### config.mk
export PLATFORM = sky130hd
export DESIGN_NAME = if_stage_flat
export DESIGN_NICKNAME = d
export VERILOG_FILES = /design/src/rtl/if_stage_if.sv /design/src/rtl/if_stage.sv /design/src/flat_wrapper.sv
export SDC_FILE = /design/constraint.sdc
export NUM_CORES = 1
export LEC_CHECK = 0
export ABC_AREA = 1
export CORE_ASPECT_RATIO = 0.75
export CORE_MARGIN = 2
export CORE_UTILIZATION = 40
export DETAILED_ROUTE_END_ITERATION = 7
export PLACE_DENSITY = 0.69
export SKIP_LAST_GASP = 1
export SYNTH_ARGS = -nofsm -noshare
export SYNTH_HDL_FRONTEND = slang
export SYNTH_SLANG_ARGS = --single-unit
### constraint.sdc
create_clock -name CLK -period 1.8 [get_ports CLK]
set_clock_uncertainty 0.2 [all_clocks]
set_input_delay 0.27 -clock CLK [delete_from_list [all_inputs] [get_ports CLK]]
set_output_delay 0.27 -clock CLK [all_outputs]
set_load 0.02 [all_outputs]
### src/rtl/if_stage_if.sv
// Fetch-stage bus bundle: instruction-memory request/ack, EX-side valid/ready
// handoff, redirect input and the sticky fault flag.
interface if_stage_if;
    logic        imem_req;
    logic [31:0] imem_addr;
    logic        imem_ack;
    logic [31:0] imem_rdata;
    logic        ins_valid;
    logic        ins_ready;
    logic [31:0] Ins;
    logic [31:0] nextPC;
    logic        pc_load;
    logic [31:0] newPC;
    logic        fault;

    modport master (
        output imem_req, imem_addr, ins_valid, Ins, nextPC, fault,
        input  imem_ack, imem_rdata, ins_ready, pc_load, newPC
    );

    modport slave (
        input  imem_req, imem_addr, ins_valid, Ins, nextPC, fault,
        output imem_ack, imem_rdata, ins_ready, pc_load, newPC
    );
endinterface

### src/rtl/if_stage.sv
// Instruction fetch stage: issues one memory request per PC, hands the word to
// EX with valid/ready, honours redirects and latches a sticky fault on errors.
module if_stage #(
    parameter logic [31:0] RESET_PC = 32'h0000_0000,
    parameter int unsigned TIMEOUT  = 16
) (
    input  logic       CLK,
    input  logic       RST,
    if_stage_if.master bus
);

    typedef enum logic [1:0] {
        ST_IDLE  = 2'd0,
        ST_REQ   = 2'd1,
        ST_HOLD  = 2'd2,
        ST_FAULT = 2'd3
    } state_t;

    localparam logic [7:0] WAIT_LAST = 8'(TIMEOUT - 1);

    function automatic logic [31:0] pc_plus4(input logic [31:0] pc);
        pc_plus4 = pc + 32'd4;
    endfunction

    state_t      state_r, state_s;
    logic [31:0] pc_r, pc_s;
    logic [31:0] ins_r, ins_s;
    logic [31:0] next_pc_r, next_pc_s;
    logic        valid_r, valid_s;
    logic        fault_r, fault_s;
    logic        pend_r, pend_s;
    logic [31:0] pend_pc_r, pend_pc_s;
    logic [7:0]  wait_r, wait_s;
    logic        req_r, req_s;
    logic        misaligned_s;

    assign misaligned_s = bus.pc_load && (bus.newPC[1:0] != 2'b00);

    // Next-state and datapath update for the fetch FSM
    always_comb begin
        state_s   = state_r;
        pc_s      = pc_r;
        ins_s     = ins_r;
        next_pc_s = next_pc_r;
        valid_s   = valid_r;
        fault_s   = fault_r;
        pend_s    = pend_r;
        pend_pc_s = pend_pc_r;
        wait_s    = wait_r;

        if (state_r != ST_FAULT && misaligned_s) begin
            // A bad redirect target beats every other transition
            state_s = ST_FAULT;
            fault_s = 1'b1;
            valid_s = 1'b0;
        end else begin
            case (state_r)
                ST_IDLE: begin
                    if (bus.pc_load) begin
                        pc_s = bus.newPC;
                    end else begin
                        pc_s = pc_r;
                    end
                    wait_s  = 8'd0;
                    state_s = ST_REQ;
                end
                ST_REQ: begin
                    if (bus.imem_ack) begin
                        wait_s = 8'd0;
                        if (bus.pc_load) begin
                            pc_s   = bus.newPC;
                            pend_s = 1'b0;
                        end else if (pend_r) begin
                            // Word fetched from the stale path is dropped
                            pc_s   = pend_pc_r;
                            pend_s = 1'b0;
                        end else begin
                            ins_s     = bus.imem_rdata;
                            next_pc_s = pc_plus4(pc_r);
                            pc_s      = pc_plus4(pc_r);
                            valid_s   = 1'b1;
                            state_s   = ST_HOLD;
                        end
                    end else begin
                        if (bus.pc_load) begin
                            pend_s    = 1'b1;
                            pend_pc_s = bus.newPC;
                        end else begin
                            pend_s = pend_r;
                        end
                        if (wait_r >= WAIT_LAST) begin
                            fault_s = 1'b1;
                            valid_s = 1'b0;
                            state_s = ST_FAULT;
                        end else begin
                            wait_s = wait_r + 8'd1;
                        end
                    end
                end
                ST_HOLD: begin
                    if (bus.pc_load) begin
                        valid_s = 1'b0;
                        pc_s    = bus.newPC;
                        wait_s  = 8'd0;
                        state_s = ST_REQ;
                    end else if (bus.ins_ready) begin
                        valid_s = 1'b0;
                        wait_s  = 8'd0;
                        state_s = ST_REQ;
                    end else begin
                        state_s = ST_HOLD;
                    end
                end
                ST_FAULT: begin
                    valid_s = 1'b0;
                    state_s = ST_FAULT;
                end
                default: begin
                    fault_s = 1'b1;
                    valid_s = 1'b0;
                    state_s = ST_FAULT;
                end
            endcase
        end

        req_s = (state_s == ST_REQ);
    end

    // State, datapath and output registers
    always_ff @(posedge CLK or negedge RST) begin
        if (!RST) begin
            state_r   <= ST_IDLE;
            pc_r      <= RESET_PC;
            ins_r     <= 32'h0000_0000;
            next_pc_r <= 32'h0000_0000;
            valid_r   <= 1'b0;
            fault_r   <= 1'b0;
            pend_r    <= 1'b0;
            pend_pc_r <= 32'h0000_0000;
            wait_r    <= 8'd0;
            req_r     <= 1'b0;
        end else begin
            state_r   <= state_s;
            pc_r      <= pc_s;
            ins_r     <= ins_s;
            next_pc_r <= next_pc_s;
            valid_r   <= valid_s;
            fault_r   <= fault_s;
            pend_r    <= pend_s;
            pend_pc_r <= pend_pc_s;
            wait_r    <= wait_s;
            req_r     <= req_s;
        end
    end

    assign bus.imem_req  = req_r;
    assign bus.imem_addr = pc_r;
    assign bus.ins_valid = valid_r;
    assign bus.Ins       = ins_r;
    assign bus.nextPC    = next_pc_r;
    assign bus.fault     = fault_r;

endmodule

### src/flat_wrapper.sv
// flat-port wrapper written by rule: the top's interface ports become plain ports
module if_stage_flat 
#(
    parameter logic [31:0] RESET_PC = 32'h0000_0000,
    parameter int unsigned TIMEOUT  = 16
)
  (CLK, RST, bus_imem_req, bus_imem_addr, bus_ins_valid, bus_Ins, bus_nextPC, bus_fault, bus_imem_ack, bus_imem_rdata, bus_ins_ready, bus_pc_load, bus_newPC);
  if_stage_if bus_i ();
  input  logic CLK;
  input  logic RST;
  output wire logic [$bits(bus_i.imem_req)-1:0] bus_imem_req;
  output wire logic [$bits(bus_i.imem_addr)-1:0] bus_imem_addr;
  output wire logic [$bits(bus_i.ins_valid)-1:0] bus_ins_valid;
  output wire logic [$bits(bus_i.Ins)-1:0] bus_Ins;
  output wire logic [$bits(bus_i.nextPC)-1:0] bus_nextPC;
  output wire logic [$bits(bus_i.fault)-1:0] bus_fault;
  input wire logic [$bits(bus_i.imem_ack)-1:0] bus_imem_ack;
  input wire logic [$bits(bus_i.imem_rdata)-1:0] bus_imem_rdata;
  input wire logic [$bits(bus_i.ins_ready)-1:0] bus_ins_ready;
  input wire logic [$bits(bus_i.pc_load)-1:0] bus_pc_load;
  input wire logic [$bits(bus_i.newPC)-1:0] bus_newPC;
  assign bus_imem_req = bus_i.imem_req;
  assign bus_imem_addr = bus_i.imem_addr;
  assign bus_ins_valid = bus_i.ins_valid;
  assign bus_Ins = bus_i.Ins;
  assign bus_nextPC = bus_i.nextPC;
  assign bus_fault = bus_i.fault;
  assign bus_i.imem_ack = bus_imem_ack;
  assign bus_i.imem_rdata = bus_imem_rdata;
  assign bus_i.ins_ready = bus_ins_ready;
  assign bus_i.pc_load = bus_pc_load;
  assign bus_i.newPC = bus_newPC;
  if_stage #(.RESET_PC(RESET_PC), .TIMEOUT(TIMEOUT)) u_core (.CLK(CLK), .RST(RST), .bus(bus_i));
endmodule
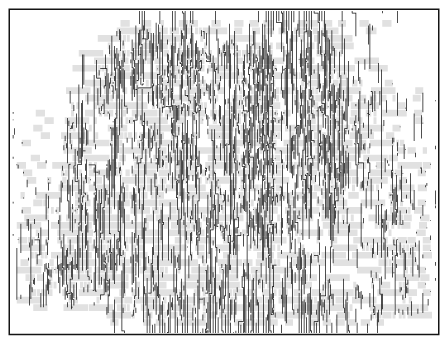
(the metal 2 layer)
Cells faint in the background.
share of all routed wire	44%
wire length on this layer	9880 microns
main direction	vertical
longest straight run	44.2 microns
nets with wire on the layer	984

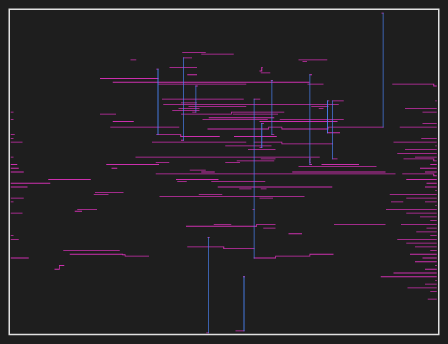
(metal layers overlaid)
Two of the layers only.
color	layer	wire length
magenta	metal 3	1820 microns
blue	metal 4	311 microns

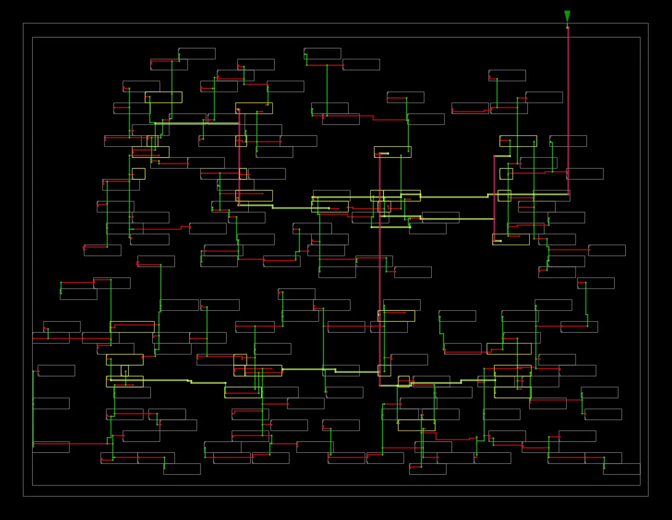
(clock nets)
count of clock buffers in the final design: 17
total CTS buffers: 17

==> summary.txt <==
Implementation results

The cell depth of the worst min-delay path is 3. The uppermost signal routing layer after detailed routing is met4. The cell at the slowest stage of the critical path is dfrtp_2.

Setup total negative slack on the finished layout was measured at -0.0983 ns. The area fraction in mux cells is 0%. The cell count after placement is 1360.

The share of synthesized registers carrying an async set or reset is 100%. The kind of path behind the tightest hold check is in -> reg. The number of antenna violations at the first check in global routing is 0.

The routed design shows a wire length per standard cell of 16.0 microns. Along the worst path, the maximum fanout reaches 4. The top cell type in the final layout, fill and taps aside, is nand2_1. For the sequential group, total power comes out at 0.00441 W. The element type at the critical path end is a register. The routed metal-1 wire length is 10600 microns.

The startpoint type of the worst setup path is a register. For this run, the post-layout net count is 1256. The number of global-route vias before repair is 6713. Per the timing report, the most critical flop-to-flop path finishes at u_core.bus.imem_addr[31]. Setup repair after global routing could not meet its margin everywhere.

The wire length of the first global-routing pass is 35200 microns. Final hold analysis gives a worst-case slack of 0.168 ns. The category of cells accounting for the largest share of critical-path delay is simple AND/OR/NAND/NOR gates. The number of antenna repair diodes is 0. In this design, the critical path's most frequently occurring cell is nand2_1.

The met3 track demand over resource in global routing is 7.07%. The transition at the pin with the smallest max-transition slack is 0.451 ns. Looking at the power breakdown, combinational cells take 38.5% of the total. The overall die height is 118 microns. The commonest register cell is dfrtp_1. The adder and majority gate portion of the synthesized area is 0.363%. In the layout the commonest cells are 322 x nand2_1, 135 x dfrtp_1, 131 x nor2_1, 105 x buf_4, 74 x dlygate4sd2_1. Entering global routing, the biggest net connects 58 pins. The number of buffers and inverters on the critical path is 2. The area share of the leading cell type in the synthesized netlist is 51.5%.

The global routing stage identified its most utilized layer as met1. After Yosys synthesis, XOR and XNOR cells account for 0.889% of the synthesized area. The synthesis report lists the most area-consuming cells as dfrtp_1 52%, nand2_1 18%, nor2_1 8.1%. The chip area from the yosys synthesis statistics is 6900 sq um. The number of maximum-capacitance constraint violations is 0.

The number of standard cells in the layout, taps in and fillers out is 1413. The run finished, with violations left. The total number of yosys warnings is 0.

In this run the layout overhead on the synthesized area is reported as 52.3%. The highest clock rate this design can be run at is 547 MHz. The mean post-synth cell area is 7.55 sq um. Once placement finished, the instance area stood at 9550 sq um. The number of clock sinks seen by CTS is 142. The number of warnings reported in the stage logs is 28. The count of library flops with an enable pin is 0. On the worst path, the slowest cell contributes a delay of 0.38 ns. The data required time reported for the critical path is 1.91 ns.

Before any placement, the netlist area is recorded as 6900 sq um. The power share of the clock group is 27.4%. Summed over all cells, the static leakage comes to 5.45 nW. The final setup slack of the worst path is -0.0273 ns. The post-layout utilization of the core is 62.3%. TritonCTS built the clock tree. The switching portion of total power comes to 38.0%.

The top power group is combinational logic. The startpoint of the worst hold path is bus_imem_rdata[7]. The synthesized-area fraction occupied by and/or/nand/nor cells is 31.8%.

The main kind of combinational logic by area is simple AND/OR/NAND/NOR gates. The power density over the cells is 1230 nW/um^2. The final tally of hold violations is 0. Sequential cells account for 34.1% of the total power. The total of endpoints with negative setup slack in the final report is 6. Prior to clock tree synthesis, the placed netlist has a worst setup slack of -0.320 ns. The proportion of synthesized chip area in sequential cells is 51.5%. Per the gpl log, the routability congestion estimate is 0.963. Routing resource usage on met1 recorded by global route was 36.6%. The time the worst path needs with I/O delays and setup is 1.83 ns.

The checks that failed: setup timing. The aggregate global routing overflow is 0. The top-level I/O count is 168. In this run the horizontal extent of the chip is 156 microns. The fraction of met2 tracks used by global routing is 35.2%.

The starting DRC count in detailed routing is 632. The total core area is 16900 sq um.
[worst reg2reg max path, delay by kind of cell, from the launching register on]
kind / cells / cell delay, ns
AND-OR/OR-AND: 1 / 0.06
flip-flops: 1 / 0.38
buffers and inverters: 2 / 0.18
AND/OR/NAND/NOR: 7 / 0.90
[sequential cells by signal (all words and copies together) (netlist names)]
| name | count |
|---|---|
| u_core.bus.ins_valid | 1 |
| u_core.bus.fault | 1 |
| u_core.pend_pc_r | 32 |
| u_core.wait_r | 8 |
| u_core.bus.nextPC | 32 |
| u_core.bus.imem_addr | 32 |
| u_core.pend_r | 1 |
| u_core.state_r | 2 |
| u_core.bus.imem_req | 1 |
| u_core.bus.Ins | 32 |
[area by class of cell]
class	count	area (sq um)	area share (%)
Sequential cell	142	3560	33.9
Multi-Input combinational cell	679	3250	30.9
Timing Repair Buffer	289	2620	25.0
Clock buffer	17	425	4.05
Tap cell	215	269	2.56
Inverter	56	215	2.05
Clock inverter	15	161	1.54
[worst max-delay path by stage]
stage,slack [ns],from,cells after the start,end
floorplan,0.06,u_core.bus.imem_addr[3],8,u_core.bus.imem_addr[20]
global placement,-0.27,bus_pc_load,9,u_core.pend_pc_r[5]
detailed placement,-0.32,bus_pc_load,7,u_core.bus.nextPC[19]
CTS,-0.05,u_core.bus.imem_addr[21],2,bus_imem_addr[21]
global route,-0.09,u_core.bus.imem_addr[8],9,u_core.bus.imem_addr[22]
finish,-0.03,u_core.bus.imem_addr[2],10,u_core.bus.imem_addr[31]
[timing repair]
item,CTS,global route
endpoints found under the hold margin,142,0
hold buffers,2,0
gates resized,141,97
pin swaps,4,22
buffers inserted,12,7
setup endpoints to repair,120,71
cloned,0,1
No activity file was given, so power comes from the tool's default toggle rates.
